**src/rtl/ethpipe_pkg.sv**
```systemverilog
// Shared constants, receive-state enumeration and slot address helper for the
// ethpipe GMII receive path.
package ethpipe_pkg;

    localparam logic [7:0]  PREAMBLE       = 8'h55;
    localparam logic [7:0]  SFD            = 8'hD5;
    localparam int          HDR_WORDS      = 4;
    localparam logic [10:0] SLOT_LAST_ADDR = 11'd2047;

    // Data words run from HDR_WORDS up to SLOT_LAST_ADDR, four bytes each.
    localparam int MAX_DATA_BYTES = (int'(SLOT_LAST_ADDR) - HDR_WORDS + 1) * 4;

    localparam logic [10:0] ADDR_LEN = 11'd0;
    localparam logic [10:0] ADDR_TSL = 11'd1;
    localparam logic [10:0] ADDR_TSH = 11'd2;

    typedef enum logic [2:0] {
        ST_IDLE,
        ST_PREAMBLE,
        ST_DATA,
        ST_DROP,
        ST_HDR_LEN,
        ST_HDR_TSL,
        ST_HDR_TSH,
        ST_DONE
    } rx_state_t;

    function automatic logic [10:0] data_word_addr(input logic [10:0] word_idx);
        return 11'(HDR_WORDS) + word_idx;
    endfunction

endpackage

```
**src/rtl/ethpipe_if.sv**
```systemverilog
// Receive slot RAM write port: the receiver is master, the RAM side is slave.
interface ethpipe_if;
    logic [31:0] data;
    logic [3:0]  byte_en;
    logic [10:0] address;
    logic        wr_en;
    logic [31:0] q;

    modport master (output data, byte_en, address, wr_en, input q);
    modport slave  (input data, byte_en, address, wr_en, output q);
endinterface

```
**src/rtl/ethpipe_rx.sv**
```systemverilog
// GMII receive engine: registers the GMII inputs, stores frame data into the
// slot RAM from word HDR_WORDS upward, then writes the length/timestamp header.
//
// state       | meaning
// ST_IDLE     | waiting for the first preamble byte
// ST_PREAMBLE | inside preamble, waiting for SFD
// ST_DATA     | storing data bytes one lane per write
// ST_DROP     | discarding an error/unwanted frame until dv falls
// ST_HDR_LEN  | writing word 0 = byte count
// ST_HDR_TSL  | writing word 1 = timestamp low
// ST_HDR_TSH  | writing word 2 = timestamp high
// ST_DONE     | raising rx_complete
module ethpipe_rx
    import ethpipe_pkg::*;
(
    input  logic        clk,
    input  logic        rst,
    input  logic [7:0]  rxd,
    input  logic        rx_dv,
    input  logic        rx_empty,
    input  logic [63:0] global_counter,
    ethpipe_if.master   slot,
    output logic        rx_complete
);

    rx_state_t   state, state_nx;
    logic [7:0]  rxd_r;
    logic        dv_r;
    logic [15:0] byte_cnt, cnt_nx;
    logic [63:0] timestamp, ts_nx;
    logic        wr_en_r, wr_nx;
    logic [10:0] addr_r, addr_nx;
    logic [31:0] data_r, data_nx;
    logic [3:0]  be_r, be_nx;
    logic        complete_r, cmp_nx;
    logic        unused_q;

    assign unused_q = ^slot.q;

    always_ff @(posedge clk) begin
        if (rst) begin
            rxd_r      <= '0;
            dv_r       <= 1'b0;
            state      <= ST_IDLE;
            byte_cnt   <= '0;
            timestamp  <= '0;
            wr_en_r    <= 1'b0;
            addr_r     <= '0;
            data_r     <= '0;
            be_r       <= '0;
            complete_r <= 1'b0;
        end else begin
            rxd_r      <= rxd;
            dv_r       <= rx_dv;
            state      <= state_nx;
            byte_cnt   <= cnt_nx;
            timestamp  <= ts_nx;
            wr_en_r    <= wr_nx;
            addr_r     <= addr_nx;
            data_r     <= data_nx;
            be_r       <= be_nx;
            complete_r <= cmp_nx;
        end
    end

    always_comb begin
        state_nx = state;
        cnt_nx   = byte_cnt;
        ts_nx    = timestamp;
        wr_nx    = 1'b0;
        addr_nx  = addr_r;
        data_nx  = data_r;
        be_nx    = be_r;
        cmp_nx   = 1'b0;
        unique case (state)
            ST_IDLE: begin
                if (dv_r) state_nx = (rxd_r == PREAMBLE) ? ST_PREAMBLE : ST_DROP;
            end
            ST_PREAMBLE: begin
                if (!dv_r) begin
                    state_nx = ST_IDLE;
                end else if (rxd_r == SFD) begin
                    ts_nx    = global_counter;
                    cnt_nx   = '0;
                    state_nx = rx_empty ? ST_DATA : ST_DROP;
                end else if (rxd_r != PREAMBLE) begin
                    state_nx = ST_DROP;
                end
            end
            ST_DATA: begin
                if (dv_r) begin
                    // Bytes past the last slot word are silently discarded.
                    if (byte_cnt < 16'(MAX_DATA_BYTES)) begin
                        wr_nx   = 1'b1;
                        addr_nx = data_word_addr(byte_cnt[12:2]);
                        be_nx   = 4'b0001 << byte_cnt[1:0];
                        data_nx = {4{rxd_r}};
                        cnt_nx  = byte_cnt + 16'd1;
                    end
                end else begin
                    state_nx = (byte_cnt != '0) ? ST_HDR_LEN : ST_IDLE;
                end
            end
            ST_DROP: begin
                if (!dv_r) state_nx = ST_IDLE;
            end
            ST_HDR_LEN: begin
                wr_nx    = 1'b1;
                addr_nx  = ADDR_LEN;
                be_nx    = 4'hF;
                data_nx  = {16'h0, byte_cnt};
                state_nx = ST_HDR_TSL;
            end
            ST_HDR_TSL: begin
                wr_nx    = 1'b1;
                addr_nx  = ADDR_TSL;
                be_nx    = 4'hF;
                data_nx  = timestamp[31:0];
                state_nx = ST_HDR_TSH;
            end
            ST_HDR_TSH: begin
                wr_nx    = 1'b1;
                addr_nx  = ADDR_TSH;
                be_nx    = 4'hF;
                data_nx  = timestamp[63:32];
                state_nx = ST_DONE;
            end
            ST_DONE: begin
                cmp_nx   = 1'b1;
                // A frame that began while the header was going out is an error frame.
                state_nx = dv_r ? ST_DROP : ST_IDLE;
            end
            default: state_nx = ST_IDLE;
        endcase
    end

    assign slot.wr_en   = wr_en_r;
    assign slot.address = addr_r;
    assign slot.data    = data_r;
    assign slot.byte_en = be_r;
    assign rx_complete  = complete_r;

endmodule

```
**src/rtl/ethpipe.sv**
```systemverilog
// ethpipe top: 64-bit timestamp counter, constant idle GMII transmit side and
// the receive engine writing frames into the RX slot RAM.
module ethpipe (
    input  logic        pci_clk,
    input  logic        sys_rst,
    input  logic        gmii_rx_clk,
    input  logic        gmii_tx_clk,
    input  logic [7:0]  gmii_rxd,
    input  logic        gmii_rx_dv,
    output logic [7:0]  gmii_txd,
    output logic        gmii_tx_en,
    input  logic        global_counter_rst,
    output logic [63:0] global_counter,
    ethpipe_if.master   slot,
    input  logic        rx_empty,
    output logic        rx_complete
);

    // GMII clocks are identical to pci_clk and kept only for pin compatibility.
    logic unused_clks;
    assign unused_clks = gmii_rx_clk ^ gmii_tx_clk;

    assign gmii_txd   = 8'h00;
    assign gmii_tx_en = 1'b0;

    always_ff @(posedge pci_clk) begin
        if (sys_rst || global_counter_rst) global_counter <= '0;
        else                               global_counter <= global_counter + 64'd1;
    end

    ethpipe_rx u_rx (
        .clk            (pci_clk),
        .rst            (sys_rst),
        .rxd            (gmii_rxd),
        .rx_dv          (gmii_rx_dv),
        .rx_empty       (rx_empty),
        .global_counter (global_counter),
        .slot           (slot),
        .rx_complete    (rx_complete)
    );

endmodule

```
**src/flat_wrapper.sv**
```systemverilog
// flat-port wrapper written by rule: the top's interface ports become plain ports
module ethpipe_flat 
  (pci_clk, sys_rst, gmii_rx_clk, gmii_tx_clk, gmii_rxd, gmii_rx_dv, gmii_txd, gmii_tx_en, global_counter_rst, global_counter, rx_empty, rx_complete, slot_data, slot_byte_en, slot_address, slot_wr_en, slot_q);
  ethpipe_if slot_i ();
  input  logic pci_clk;
  input  logic sys_rst;
  input  logic gmii_rx_clk;
  input  logic gmii_tx_clk;
  input  logic [7:0] gmii_rxd;
  input  logic gmii_rx_dv;
  output logic [7:0] gmii_txd;
  output logic gmii_tx_en;
  input  logic global_counter_rst;
  output logic [63:0] global_counter;
  input  logic rx_empty;
  output logic rx_complete;
  output wire logic [$bits(slot_i.data)-1:0] slot_data;
  output wire logic [$bits(slot_i.byte_en)-1:0] slot_byte_en;
  output wire logic [$bits(slot_i.address)-1:0] slot_address;
  output wire logic [$bits(slot_i.wr_en)-1:0] slot_wr_en;
  input wire logic [$bits(slot_i.q)-1:0] slot_q;
  assign slot_data = slot_i.data;
  assign slot_byte_en = slot_i.byte_en;
  assign slot_address = slot_i.address;
  assign slot_wr_en = slot_i.wr_en;
  assign slot_i.q = slot_q;
  ethpipe u_core (.pci_clk(pci_clk), .sys_rst(sys_rst), .gmii_rx_clk(gmii_rx_clk), .gmii_tx_clk(gmii_tx_clk), .gmii_rxd(gmii_rxd), .gmii_rx_dv(gmii_rx_dv), .gmii_txd(gmii_txd), .gmii_tx_en(gmii_tx_en), .global_counter_rst(global_counter_rst), .global_counter(global_counter), .slot(slot_i), .rx_empty(rx_empty), .rx_complete(rx_complete));
endmodule
```
**config.mk**
```make
export PLATFORM = sky130hd
export DESIGN_NAME = ethpipe_flat
export DESIGN_NICKNAME = d
export VERILOG_FILES = /design/src/rtl/ethpipe_pkg.sv /design/src/rtl/ethpipe_if.sv /design/src/rtl/ethpipe_rx.sv /design/src/rtl/ethpipe.sv /design/src/flat_wrapper.sv
export SDC_FILE = /design/constraint.sdc
export NUM_CORES = 1
export LEC_CHECK = 0
export CORE_ASPECT_RATIO = 1.75
export CORE_MARGIN = 5
export CORE_UTILIZATION = 52
export CTS_CLUSTER_SIZE = 10
export DETAILED_ROUTE_END_ITERATION = 6
export HOLD_SLACK_MARGIN = 0.12
export PLACE_DENSITY = 0.8
export SLEW_MARGIN = 5
export SYNTH_ARGS = -nofsm -noshare
export SYNTH_HDL_FRONTEND = slang
export SYNTH_SLANG_ARGS = --single-unit
```
**constraint.sdc**
```tcl
create_clock -name pci_clk -period 2.4 [get_ports pci_clk]
set_input_delay 0.24 -clock pci_clk [delete_from_list [all_inputs] [get_ports pci_clk]]
set_output_delay 0.24 -clock pci_clk [all_outputs]
set_load 0.05 [all_outputs]
```
Fig. 1: pin map
Pins as bars across the die edge, other pins in gray.
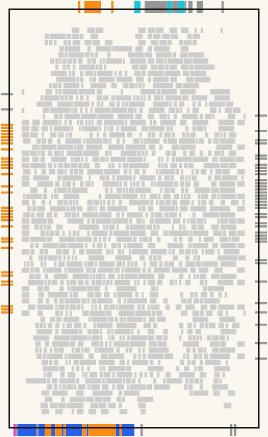
orange -> global_counter  # pins 64, direction output, edge 31 left, 23 bottom, 10 top
magenta -> gmii_rx_clk  # pins 1, direction input, edge bottom
blue -> slot_q  # pins 32, direction input, edge bottom
cyan -> gmii_rxd  # pins 8, direction input, edge top
all pins by edge = 61 bottom, 39 top, 36 right, 33 left
die y size: 184 um
port bufs: 125
die width: 110 um

Fig. 2: sequential cells colored by netlist name
Other sequential cells in the stronger gray, the rest of the logic in the fainter gray.
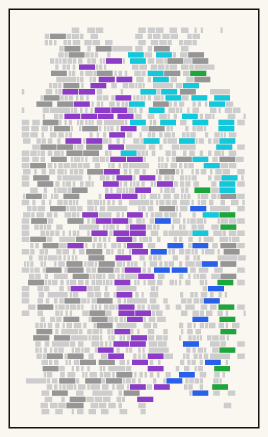
blue -> u_core.u_rx.byte_cnt  # placed flops 16
purple -> u_core.u_rx.timestamp  # placed flops 64, where a column down the middle
green -> u_core.u_rx.slot.address  # placed flops 11
cyan -> u_core.u_rx.slot.data  # placed flops 32
not colored = 82
Seq area share: 0.359
Seq. pwr: 3.45 mW
Reg area: 0.00411 mm^2

Fig. 3: signal wires on met3
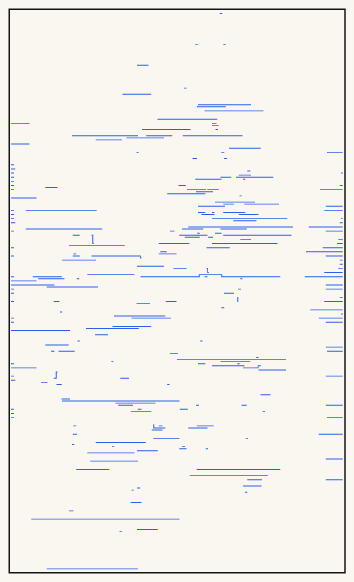
share of all routed wire = 5.2%
main direction = horizontal
longest straight run = 48.3 um
routed wire length: 27.4 mm
met3 usage: 0.0340

==> results.txt <==
yosys + openroad results -> final hold vios 0, max-cap violations 0, Met1 Wirelength around 10 mm, CTS tree done, die area 0.0202 mm^2, status completed, DRC Markers 0, Hold-fix buffers, CTS 1, floorplan utilization 0.531, Max VDD drop roughly 530 uV, clock network fraction of total power 0.451, register share after synthesis 0.454, Sw Share 0.230, Syn-to-layout area delta 26.5%, pwr dens 600 mW/mm^2, combinational share of power 0.046, # H-tree levels 1, global route overflow 0, Post-synth regs between 200 and 250, std cell rows 63, RSZ-0062 raised after global routing no, via count 8678, ANT nets after route 0, final worst-path setup slack 0.0994 ns, WP data required 2.84 ns, Synth Area per Inst between 8 and 9 um^2, mux share 0.0163, most common cell in the synthesized netlist dfxtp_1, setup_tns 0 ns, top routing layer used met4, number of enable flip-flop cells 0, placer's final routability congestion estimate 0.915, CTS Buf Count 24, routed wire length on met3 1.44 mm, first-pass GRT wire length between 40 and 50 mm, Tot GR Track Use 0.271, Setup crit end kind flip-flop, xor/xnor share 0.0407, P_leak 3.79 nW, area share, top type 0.454, Clock Power just over 3 mW, hold_ws 0.279 ns, Mapped Area roughly 0.009 mm^2, CTS Root Cell clkbuf_16, Core Util, Final 0.672, Internal 5.29 mW, Tcrit/Tclk final 0.959, comb area leader simple AND/OR/NAND/NOR gates, Placed Cells 1443, adder share 0.00969, # Cells Yosys roughly 1100, Pwr Total about 6.9 mW, Period minus WS final 2.30 ns, Setup crit start kind flip-flop, Biggest consumer registers, Reg2Reg Launch Point u_core.global_counter[20]$_SDFF_PP0_, pre-CTS setup slack 0.146 ns, post-placement cell area ~0.011 mm^2, Seq pwr share 0.503, leading area contributor after synthesis dfxtp_1, Iteration-0 DRC Markers 646, crit path from u_core.global_counter[20]$_SDFF_PP0_, CP Class flip-flop to flip-flop, synth top area cells dfxtp_1 (45%), nand2_1 (7.8%), a21oi_1 (7.0%), nor2_1 (3.5%), o21ai_0 (2.8%), hold path start gmii_rxd[7], Synth cell types between 50 and 60, Mapped Cells 1097, ys async rst share 0, post-CTS resize count 0, # nets final approximately 1300, Yosys Chip Area around 0.009 mm^2, M1 GR Usage 0.321, Tightest Pin Transition roughly 0.73 ns, met2 routed WL about 14 mm, ao+oa area frac 0.189, setup violators final 0, Max transition margin 0.511, Worst Path Arrival between 2 and 3 ns, CP max FO 16, ys flop type dfxtp_1, Finished Layout Cells 1472, dpl hpwl about 20 mm, Final Max-Slew Violation Tally 0, DR pass1 iterations 5, worst-case clock buffer depth 3, largest net degree at the start of global routing between 60 and 70, antenna cell count 0, antenna violations before repair 0, layer with the highest usage met2, final instance area around 0.011 mm^2, tool warning count approximately 64
[critical path: stages, from the launching register on]
cell      delay, ns
dfxtp_1        0.34
and4_1         0.27
nor4bb_2       0.30
buf_4          0.27
nand3_1        0.20
buf_4          0.22
or4_1          0.47
a21oi_1        0.15
[sequential cells by signal (all words and copies together) (netlist names)]
register and cells:
u_core.u_rx.slot.wr_en 1, u_core.u_rx.timestamp 64, u_core.u_rx.slot.address 11, u_core.u_rx.dv_r 1, u_core.u_rx.slot.data 32, u_core.global_counter 64, u_core.u_rx.rx_complete 1, u_core.u_rx.slot.byte_en 4
u_core.u_rx.state 3, u_core.u_rx.rxd_r 8, u_core.u_rx.byte_cnt 16
[area by class of cell]
type / count / area (um^2)
tap: 227 / 284
clock buffer: 24 / 601
sequential: 205 / 4110
timing repair buffer: 196 / 1810
clock inverter: 2 / 23.8
inverter: 27 / 101
multi-input combinational: 791 / 4510
fill: 1449 / 5590
[layout by cell type, fill, tap and decap left out, drive strengths merged, types with 7 or more instances in the layout]
cell type and instances:
a211oi 15, o22a 7, nor2 85, o32ai 7, or3 21, clkbuf 24
nor4 10, o2bb2ai 18, buf 71, a21oi 126, inv 25, or4 12
a31oi 8, conb 9, nand4 32, mux2i 8, o21ai 51, xor2 28
ha 7, and3 17, nor3 15, xnor2 14, nand3 35, nor2b 11
o31ai 10, nand2 187, a22oi 18, clkdlybuf4s50 124, dfxtp 205
[path summary, 6_finish.rpt]
path / to / slack [ns] / depth (start not counted)
setup / recovery: u_core.global_counter[46]$_SDFF_PP0_ / 0.1 / 7
hold reg to reg: u_core.u_rx.timestamp[55]$_SDFFE_PP0P_ / 0.45 / 2
setup reg to reg: u_core.global_counter[46]$_SDFF_PP0_ / 0.1 / 7
hold / removal: u_core.u_rx.rxd_r[7]$_SDFF_PP0_ / 0.28 / 2
Power is estimated from default activity; no workload was simulated.
